run_1/zoom.png
Window x 38 to 58, y 38 to 58 um. Cells in gray, sequential cells in the stronger gray; small squares are vias.
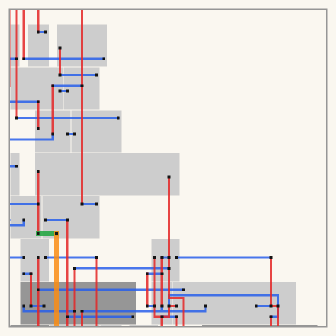
run_1/pins.png
The bar under the picture is 20 um long. Pins as bars across the die edge, other pins in gray.
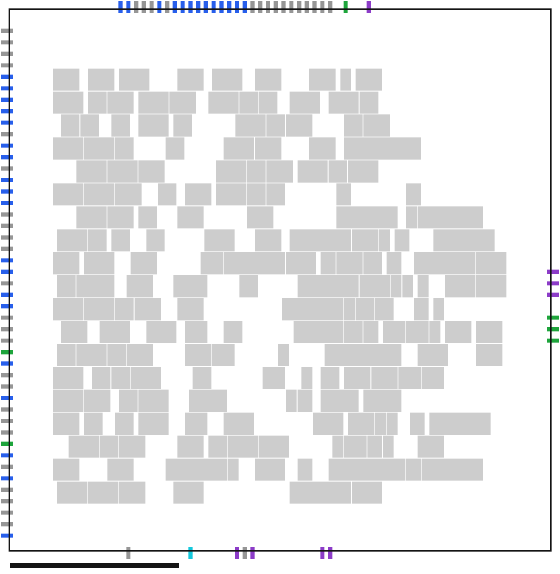
run_1/drive_strength.png
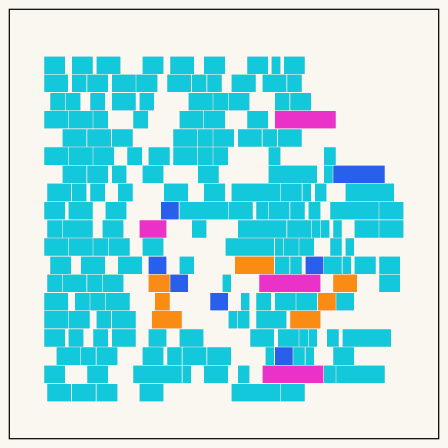
### config.mk
export PLATFORM = sky130hd
export DESIGN_NAME = pipe_ctrl
export DESIGN_NICKNAME = d
export VERILOG_FILES = /design/src/rtl/pipe_ctrl.sv
export SDC_FILE = /design/constraint.sdc
export NUM_CORES = 1
export LEC_CHECK = 0
export CAP_MARGIN = 20
export CORE_MARGIN = 5
export CORE_UTILIZATION = 28
export CTS_BUF_LIST = sky130_fd_sc_hd__clkbuf_16
export DETAILED_ROUTE_END_ITERATION = 8
export HOLD_SLACK_MARGIN = 0.05
export PLACE_DENSITY_LB_ADDON = 0.12
export SETUP_SLACK_MARGIN = 0.1
export SLEW_MARGIN = 20
export SYNTH_ARGS = -nofsm -noshare
export SYNTH_HDL_FRONTEND = slang
export SYNTH_SLANG_ARGS = --single-unit
### constraint.sdc
create_clock -name clk -period 1.86 [get_ports clk]
set_input_delay 0.186 -clock clk [delete_from_list [all_inputs] [get_ports clk]]
set_output_delay 0.186 -clock clk [all_outputs]
set_load 0.01 [all_outputs]
### src/rtl/pipe_ctrl.sv
// ---------------------------------------------------------------------------
// pipe_ctrl -- pipeline hazard / flush controller
//
// Purpose
//   Arbitrates stall requests from the ID, EX and MEM stages and flush
//   requests from the exception unit. It produces the per-stage freeze
//   vector, the flush strobe and the restart PC.
//
//   The freeze vector, flush strobe and restart PC are combinational from
//   the inputs, with zero-cycle latency. A small FSM, a consecutive-stall
//   counter and a sticky watchdog flag are registered for observation.
//   The watchdog never feeds back into the stall vector.
//
// Parameters
//   STALL_LIMIT    consecutive-stall count at which stall_timeout sets
//
// Ports
//   clk            pipeline clock, rising edge
//   rst            synchronous, active-high reset; also masks the
//                  combinational outputs while high
//   stallreq_id    ID stage stall request (load-use interlock)
//   stallreq_ex    EX stage stall request (multi-cycle unit busy)
//   stallreq_mem   MEM stage stall request (data memory not ready)
//   flush_req      flush request from exception / eret
//   flush_pc       restart address accompanying flush_req
//   stall[5:0]     freeze vector: PC, IF/ID, ID/EX, EX/MEM, MEM/WB;
//                  bit 5 is reserved and is always 0
//   flush          clears all pipeline registers this cycle
//   new_pc         PC load value, valid while flush=1, otherwise 0
//   state_o        FSM state: 00 RUN, 01 STALL, 10 FLUSH
//   stall_cnt      saturating consecutive-stall cycle count
//   stall_timeout  sticky watchdog flag, cleared only by rst
//
// Optional feature (macro PIPE_CTRL_PERF_EN)
//   Adds the following outputs:
//   perf_stall_cycles  count of edges with stall!=0, wraps modulo 2^32
//   perf_flush_count   count of edges with flush=1,  wraps modulo 2^32
// ---------------------------------------------------------------------------
module pipe_ctrl #(
  parameter logic [7:0] STALL_LIMIT = 8'd200
) (
  input  logic        clk,
  input  logic        rst,
  input  logic        stallreq_id,
  input  logic        stallreq_ex,
  input  logic        stallreq_mem,
  input  logic        flush_req,
  input  logic [31:0] flush_pc,
  output logic [5:0]  stall,
  output logic        flush,
  output logic [31:0] new_pc,
  output logic [1:0]  state_o,
  output logic [7:0]  stall_cnt,
  output logic        stall_timeout
`ifdef PIPE_CTRL_PERF_EN
  ,
  output logic [31:0] perf_stall_cycles,
  output logic [31:0] perf_flush_count
`endif
);

  typedef enum logic [1:0] {
    ST_RUN   = 2'b00,
    ST_STALL = 2'b01,
    ST_FLUSH = 2'b10
  } state_t;

  // Freeze patterns. A stalling stage freezes itself and every stage
  // upstream of it, so the bubble enters just below the requester.
  localparam logic [5:0] STALL_NONE = 6'b000000;
  localparam logic [5:0] STALL_ID   = 6'b000111;
  localparam logic [5:0] STALL_EX   = 6'b001111;
  localparam logic [5:0] STALL_MEM  = 6'b011111;

  state_t     state;
  logic [7:0] cnt_inc;
  logic       stalling;

  // -------------------------------------------------------------------------
  // Combinational arbitration: flush > mem > ex > id. rst masks all of it.
  // -------------------------------------------------------------------------
  always_comb begin
    // NOTE: every output gets a default first, so no path through the if
    // chain leaves a signal unassigned and no latch is inferred.
    stall  = STALL_NONE;
    flush  = 1'b0;
    new_pc = 32'h0;
    if (!rst) begin
      if (flush_req) begin
        flush  = 1'b1;
        new_pc = flush_pc;
      end else if (stallreq_mem) begin
        stall = STALL_MEM;
      end else if (stallreq_ex) begin
        stall = STALL_EX;
      end else if (stallreq_id) begin
        stall = STALL_ID;
      end
    end
  end

  assign stalling = (stall != STALL_NONE);

  // Saturating increment: the counter sticks at 8'hFF.
  assign cnt_inc = (stall_cnt == 8'hFF) ? 8'hFF : stall_cnt + 8'd1;

  assign state_o = state;

  // -------------------------------------------------------------------------
  // Registered state. The FSM, the stall counter and the watchdog live in one
  // block. All of them follow the arbitrated outputs, so an edge that
  // flushes also clears the counter.
  // -------------------------------------------------------------------------
  always_ff @(posedge clk) begin
    // NOTE: sequential state uses non-blocking assignments only. Every
    // right-hand side then sees the pre-edge value, whatever the statement
    // order.
    if (rst) begin
      state         <= ST_RUN;
      stall_cnt     <= 8'h00;
      stall_timeout <= 1'b0;
    end else begin
      if (flush) begin
        state <= ST_FLUSH;
      end else if (stalling) begin
        state <= ST_STALL;
      end else begin
        state <= ST_RUN;
      end

      if (stalling) begin
        stall_cnt <= cnt_inc;
        // The flag sets on the edge where the count becomes STALL_LIMIT.
        if (cnt_inc == STALL_LIMIT) begin
          stall_timeout <= 1'b1;
        end
      end else begin
        stall_cnt <= 8'h00;
      end
    end
  end

`ifdef PIPE_CTRL_PERF_EN
  // -------------------------------------------------------------------------
  // Free-running performance counters. They wrap naturally at 2^32.
  // -------------------------------------------------------------------------
  always_ff @(posedge clk) begin
    if (rst) begin
      perf_stall_cycles <= 32'h0;
      perf_flush_count  <= 32'h0;
    end else begin
      if (stalling) begin
        perf_stall_cycles <= perf_stall_cycles + 32'd1;
      end
      if (flush) begin
        perf_flush_count <= perf_flush_count + 32'd1;
      end
    end
  end
`endif

endmodule

==> run notes <==
The detailed router's first-iteration violation count came out at 36. The element type at the critical path start was an input pin. Per the detail_route log, met2 wirelength is 1650 um. The smallest clock period supported by the final layout is computed as 1.63 ns.

In this run, the synthesized area fraction spent on AND-OR/OR-AND gates is recorded as 11.5%. The switching portion of total power comes to 22.4%. In the final layout, clock buffers and inverters account for 4.46% of the cell area. The placement stage leaves a total instance area of 1720 um^2. During I/O placement, the number of pins put on the boundary was 88. With the antenna diode count at 0, the portion of the clock cycle consumed by the worst path in the final layout is 87.5%.

The CTS report gives the tree buffer count as 3. The flow ran to the end, and the final reports show no timing, DRC or antenna violations. The tools report the end point of the most critical hold path as stall_timeout.

The tools report the insertion delay of the later-clocked pin in the worst-skew pair as 0.24 ns. The internal power of the cells totals 0.660 mW. By count the netlist is led by sky130_fd_sc_hd__and2_1, sky130_fd_sc_hd__dfxtp_1, sky130_fd_sc_hd__a21oi_1, sky130_fd_sc_hd__inv_1, sky130_fd_sc_hd__nand2_1. After Yosys synthesis, full adders, half adders and majority gates account for 1.53% of the synthesized area.

TritonCTS built the clock tree. The slowest stage of the critical path is the sky130_fd_sc_hd__clkdlybuf4s50_1 cell. Each instance of the synthesized netlist takes up on average 7.78 um^2.

In the final layout, the share of cells above drive strength 1 is 9.28%. Hold repair after CTS inserted 0 buffers. The area share of buffers outside the clock network is 49.4%, and the number of unique standard cell types used by synthesis is 30. The source of the worst hold timing path was stall_timeout. In the floorplan report the effective utilization is 29.4%. Gates resized during post-CTS repair numbered 40.
Notes on zoom.png above:
legend:
  green:
    layer: met3
  red:
    layer: met2
  blue:
    layer: met1
  orange:
    layer: met4
sequential cells in the window: 1
cells with their middle in the window: 14
most frequent: and2_1 (3), clkdlybuf4s50_1 (2), dlygate4sd2_1 (2)
netlist names of flops here include: stall_cnt (1)

Notes on pins.png above:
legend:
  purple:
    port: stall_cnt
    pins: 8
    direction: output
    edge: 4 south, 3 east, 1 north
  cyan:
    port: clk
    pins: 1
    direction: input
    edge: south
  green:
    port: stall
    pins: 6
    direction: output
    edge: 3 east, 2 west, 1 north
  blue:
    port: flush_pc
    pins: 32
    direction: input
    edge: 19 west, 13 north
all pins by edge: 45 west, 30 north, 7 south, 6 east
vertical extent of the die: 64.0 um
horizontal die size: 64.0 um
Port Buf Inserts: 86

Notes on drive_strength.png above:
legend:
  magenta:
    size: drive 6 and up
    cells: 4
    share: 2.1%
    most_used: clkbuf_16
  blue:
    size: drive 3 to 4
    cells: 7
    share: 3.6%
    most_used: buf_4
  orange:
    size: drive 2
    cells: 7
    share: 3.6%
  cyan:
    size: drive 1 or less
    cells: 176
    share: 91%
    most_used: clkdlybuf4s50_1
nonclk buf count: 93
Final Cell Area: 1770 um^2
fin worst setup slack: 0.233 ns
Layout Area Growth over Synthesis: 116%

Power and IR drop assume default switching activity.
